`src/rtl/balun_pkg.sv`:
```
// Shared types and helpers for the balun leg combiner.
// Holds the default sample width, skew FSM states and the common-mode helper.
package balun_pkg;

    localparam int W_DEF = 16;

    typedef enum logic [1:0] {
        SYNC  = 2'd0,
        DRIFT = 2'd1,
        FAULT = 2'd2
    } skew_state_t;

    // Callers sign-extend each leg to 32 bits before calling.
    // The sum of two legs of up to 30 bits cannot overflow at this width.
    // The arithmetic shift gives the floor of (a + b) / 2.
    function automatic logic signed [31:0] sext_half(
        input logic signed [31:0] a,
        input logic signed [31:0] b
    );
        return (a + b) >>> 1;
    endfunction

endpackage

```
`src/rtl/leg_fifo.sv`:
```
// Per-leg alignment FIFO. Pointers carry one extra wrap bit.
// Ports: clr (sync clear), push/din, pop/dout, full, empty, count.
module leg_fifo
    import balun_pkg::*;
#(
    parameter int W     = W_DEF,
    parameter int DEPTH = 4
) (
    input  logic                       clk,
    input  logic                       rst_n,
    input  logic                       clr,
    input  logic                       push,
    input  logic                       pop,
    input  logic [W-1:0]               din,
    output logic [W-1:0]               dout,
    output logic                       full,
    output logic                       empty,
    output logic [$clog2(DEPTH):0]     count
);

    localparam int AW = $clog2(DEPTH);

    logic [W-1:0] mem [DEPTH];
    logic [AW:0]  wr_ptr;
    logic [AW:0]  rd_ptr;

    assign count = wr_ptr - rd_ptr;
    assign empty = (wr_ptr == rd_ptr);
    assign full  = (count == (AW+1)'(DEPTH));
    assign dout  = mem[rd_ptr[AW-1:0]];

    always_ff @(posedge clk or negedge rst_n) begin
        if (!rst_n) begin
            wr_ptr <= '0;
            rd_ptr <= '0;
        end else if (clr) begin
            wr_ptr <= '0;
            rd_ptr <= '0;
        end else begin
            if (push) wr_ptr <= wr_ptr + 1'b1;
            if (pop)  rd_ptr <= rd_ptr + 1'b1;
        end
    end

    // Storage needs no reset: nothing is read while empty.
    always_ff @(posedge clk) begin
        if (push) mem[wr_ptr[AW-1:0]] <= din;
    end

endmodule

```
`src/rtl/balun_leg_combiner.sv`:
```
// Re-aligns the P and N leg streams and emits diff / common-mode pairs.
// Ports: p_*/n_* leg handshakes, out_* pair stream, skew_err, pair_cnt.
module balun_leg_combiner
    import balun_pkg::*;
#(
    parameter int W        = W_DEF,
    parameter int DEPTH    = 4,
    parameter int SKEW_LIM = 8
) (
    input  logic          clk,
    input  logic          rst_n,
    input  logic          flush,
    input  logic          p_valid,
    output logic          p_ready,
    input  logic [W-1:0]  p_data,
    input  logic          n_valid,
    output logic          n_ready,
    input  logic [W-1:0]  n_data,
    output logic          out_valid,
    input  logic          out_ready,
    output logic [W:0]    out_diff,
    output logic [W-1:0]  out_cm,
    output logic          skew_err,
    output logic [15:0]   pair_cnt
);

    localparam int CW = $clog2(DEPTH) + 1;

    logic [W-1:0]  p_dout;
    logic [W-1:0]  n_dout;
    logic          p_full;
    logic          n_full;
    logic          p_empty;
    logic          n_empty;
    logic [CW-1:0] p_cnt;
    logic [CW-1:0] n_cnt;
    logic          p_push;
    logic          n_push;
    logic          pair_pop;
    logic          out_fire;

    skew_state_t   state;
    logic [7:0]    dc;

    assign p_ready = ~p_full;
    assign n_ready = ~n_full;

    // Flush drops anything presented in the same cycle.
    assign p_push = p_valid & p_ready & ~flush;
    assign n_push = n_valid & n_ready & ~flush;

    assign out_fire = out_valid & out_ready;

    // Both legs always leave together; the output slot must be free
    // or emptying this cycle.
    assign pair_pop = ~p_empty & ~n_empty
                    & (~out_valid | out_ready) & ~flush;

    leg_fifo #(.W(W), .DEPTH(DEPTH)) u_p_fifo (
        .clk   (clk),
        .rst_n (rst_n),
        .clr   (flush),
        .push  (p_push),
        .pop   (pair_pop),
        .din   (p_data),
        .dout  (p_dout),
        .full  (p_full),
        .empty (p_empty),
        .count (p_cnt)
    );

    leg_fifo #(.W(W), .DEPTH(DEPTH)) u_n_fifo (
        .clk   (clk),
        .rst_n (rst_n),
        .clr   (flush),
        .push  (n_push),
        .pop   (pair_pop),
        .din   (n_data),
        .dout  (n_dout),
        .full  (n_full),
        .empty (n_empty),
        .count (n_cnt)
    );

    logic signed [W:0]  p_x;
    logic signed [W:0]  n_x;
    logic signed [W:0]  diff;
    logic        [W-1:0] cm;

    assign p_x  = {p_dout[W-1], p_dout};
    assign n_x  = {n_dout[W-1], n_dout};
    assign diff = p_x - n_x;
    // The halved sum always fits in W bits, so truncation is exact.
    assign cm   = W'(sext_half(32'(p_x), 32'(n_x)));

    always_ff @(posedge clk or negedge rst_n) begin
        if (!rst_n) begin
            out_valid <= 1'b0;
            out_diff  <= '0;
            out_cm    <= '0;
        end else if (flush) begin
            out_valid <= 1'b0;
        end else if (pair_pop) begin
            out_valid <= 1'b1;
            out_diff  <= diff;
            out_cm    <= cm;
        end else if (out_ready) begin
            out_valid <= 1'b0;
        end
    end

    always_ff @(posedge clk or negedge rst_n) begin
        if (!rst_n) begin
            pair_cnt <= '0;
        end else if (!flush && out_fire) begin
            pair_cnt <= pair_cnt + 16'd1;
        end
    end

    // dc counts cycles spent in DRIFT and saturates at SKEW_LIM.
    always_ff @(posedge clk or negedge rst_n) begin
        if (!rst_n) begin
            state <= SYNC;
            dc    <= '0;
        end else if (flush) begin
            state <= SYNC;
            dc    <= '0;
        end else begin
            unique case (state)
                SYNC: begin
                    if (p_cnt != n_cnt) begin
                        state <= DRIFT;
                        dc    <= 8'd1;
                    end
                end
                DRIFT: begin
                    if (p_cnt == n_cnt) begin
                        state <= SYNC;
                        dc    <= '0;
                    end else if (dc >= 8'(SKEW_LIM)
                                 && (p_full || n_full)) begin
                        state <= FAULT;
                    end else if (dc < 8'(SKEW_LIM)) begin
                        dc <= dc + 8'd1;
                    end
                end
                FAULT: begin
                    state <= FAULT;
                end
                default: begin
                    state <= SYNC;
                    dc    <= '0;
                end
            endcase
        end
    end

    assign skew_err = (state == FAULT);

endmodule

```
`config.mk`:
```
export PLATFORM = sky130hd
export DESIGN_NAME = balun_leg_combiner
export DESIGN_NICKNAME = d
export VERILOG_FILES = /design/src/rtl/balun_pkg.sv /design/src/rtl/leg_fifo.sv /design/src/rtl/balun_leg_combiner.sv
export SDC_FILE = /design/constraint.sdc
export NUM_CORES = 1
export LEC_CHECK = 0
export CORE_ASPECT_RATIO = 0.8
export CORE_UTILIZATION = 54
export DETAILED_ROUTE_END_ITERATION = 8
export PLACE_DENSITY = 0.73
export RECOVER_POWER = 50
export SKIP_CTS_REPAIR_TIMING = 1
export SYNTH_ARGS = -nofsm -noshare
export SYNTH_HDL_FRONTEND = slang
export SYNTH_SLANG_ARGS = --single-unit
```
`constraint.sdc`:
```
create_clock -name clk -period 4.8 [get_ports clk]
set_input_delay 0.96 -clock clk [delete_from_list [all_inputs] [get_ports clk]]
set_output_delay 0.96 -clock clk [all_outputs]
set_load 0.02 [all_outputs]
```
==> images/cell_density.png <==
(2 px per µm) 15 x 12 tiles, from white (low) to dark blue (high), 0 to 100% covered.
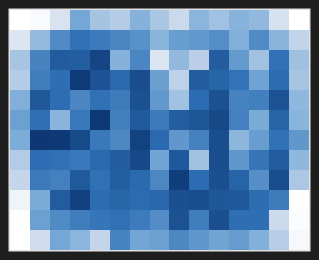
fullest tile = 97%
mean over tiles = 60%
tiles over 75% full = 31%
nearly empty tiles = 3.3%
Floorplan Core Area: 16800 µm²
fraction of the core area covered by cells at the end of the flow: 66.2%
Initial Util: 56.1%

==> images/layer_met4.png <==
(4 px per µm) Supply wires on this layer in grey.
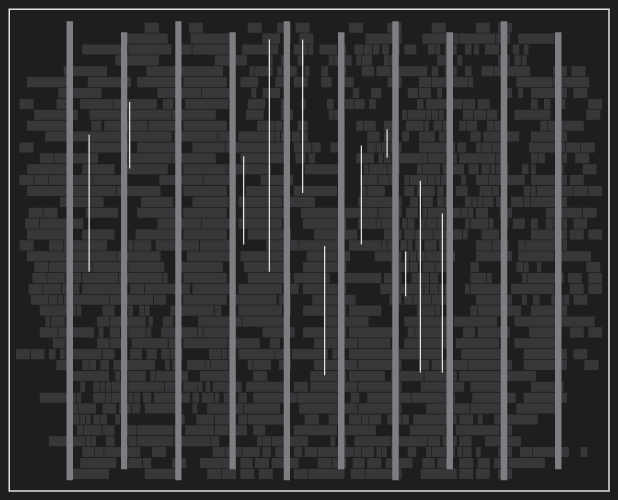
share of all routed wire = 1.7%
wire length on this layer = 329 µm

==> images/clocks.png <==
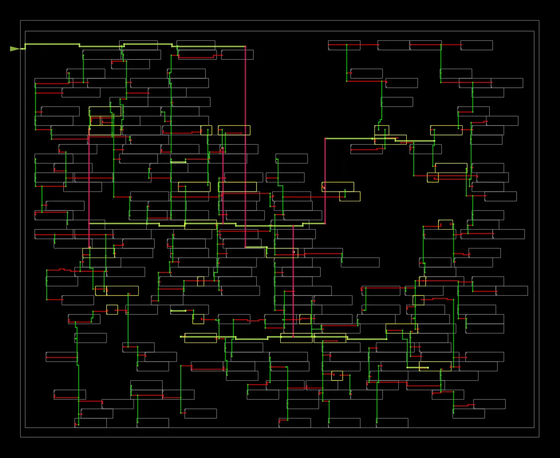
Seq cells: 200
total clock network power: 1.39 mW
Setup Skew: 8.80 ps
clock tree buffer count of the final layout: 17

==> images/wires.png <==
(3 px per µm)
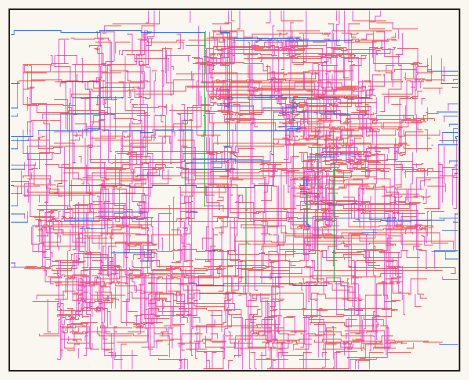
blue -> metal 3  # wire length 1050 µm
magenta -> metal 2  # wire length 8730 µm
red -> metal 1  # wire length 9040 µm
green -> metal 4  # wire length 329 µm

==> images/flops_by_reg.png <==
(3 px per µm)
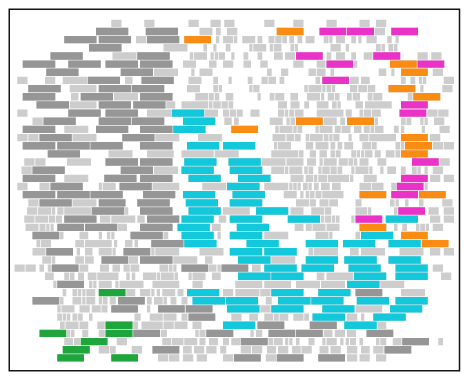
magenta -> out_cm  # placed flops 16
cyan -> u_p_fifo.mem  # placed flops 64
orange -> out_diff  # placed flops 17
green -> dc  # placed flops 8, where south-west

==> summary.txt <==
Summary of implementation figures.

Power and ir drop
The leakage dissipation is 4.37 nW. The combinational logic power is 2.38 mW. The power density over the cells is 543 nW/µm².

The analysis reports a worst IR drop on VDD of 0.000270 V.

Logic synthesis
By area the synthesized netlist is led by sky130_fd_sc_hd__edfxtp_1 (41%), sky130_fd_sc_hd__dfrtp_1 (19%), sky130_fd_sc_hd__mux4_2 (7.7%). The cell with the most instances after synthesis is sky130_fd_sc_hd__edfxtp_1. The portion of synthesized cell area occupied by the leading cell type is 40.9%. In the synthesized netlist the dominant register cell turns out to be sky130_fd_sc_hd__edfxtp_1. The Yosys warning count is 0. The mean area per synthesized cell is 13.5 µm². The area share of xor/xnor cells in the synthesized design is 5.41%. The proportion of synthesized area in mux cells is 8.55%.

STA
In the finished design, the share of the clock period the worst path needs comes to 86.0%. For the pin with the worst max-slew slack, the measured transition is 1870 ps. The final timing report lists a max-slew violation count of 73. The worst slew slack as a fraction of its limit is -24.4%. Setup repair after global routing left no endpoint under its margin.

Cells and area
The count of plain and timing-repair buffers is 97. 427 cells are multi-input combinational gates. The area of the multi-input gates is 3490 µm².

Looking at the area split, the leading class of cells is sequential cells. The fraction of cell area in multi-input combinational cells is reported as 31.4%. The post-layout instance count excluding filler cells is 1017.

Per the layout area report, the sequential fraction of cell area is 50.9%. Of the cells placed in the final design, the portion with a size suffix greater than 1 is 10.0%.

Global route
The global-route layer with the greatest usage is met2. Entering global routing, the biggest net connects 73 pins. The via count of the first global-routing pass is 5650.

Summed over all layers, the global routing overflow is 0. The overall global routing resource usage is 23.1%.

Setup path
STA classifies the critical path startpoint as a register. The flop-to-flop setup slack is 1140 ps. Along the worst path, the maximum fanout reaches 12. The required time reported for the critical path endpoint is 3840 ps.

Clock tree
The root buffer selected by CTS is sky130_fd_sc_hd__clkbuf_16. TritonCTS built the clock tree. Clock-pin slew was measured on the worst setup and hold paths at 70 ps.

Routing
The wire length the detailed router placed on met1 is 9.04 mm. The first detailed-routing pass ran for 5 iterations. The count of nets left with antenna violations once routing finished came out at 0. The length of routed met2 wiring is 8.73 mm. The uppermost layer routed is met4. The routed length on met3 is 1.05 mm. The DRC violation count after routing is 0. In the final routed layout, each cell accounts on average for 18.8 µm.

Run
The number of warnings in the stage logs is 52. The count of max-cap constraint violations is 1.

Run status
The flow ran to the end, but the final reports show violations. The final reports fail on capacitance limit, slew limit.

Die
The number of I/O pins is 91.

Placed design
The routability-driven placement congestion ratio is 0.868. Counting tap cells, the placed design contains a total of 985 instances. The detailed placement HPWL is 13.9 mm.

Min path
Checking hold timing, the worst path is listed with class reg2reg.
Power and IR drop assume default switching activity.
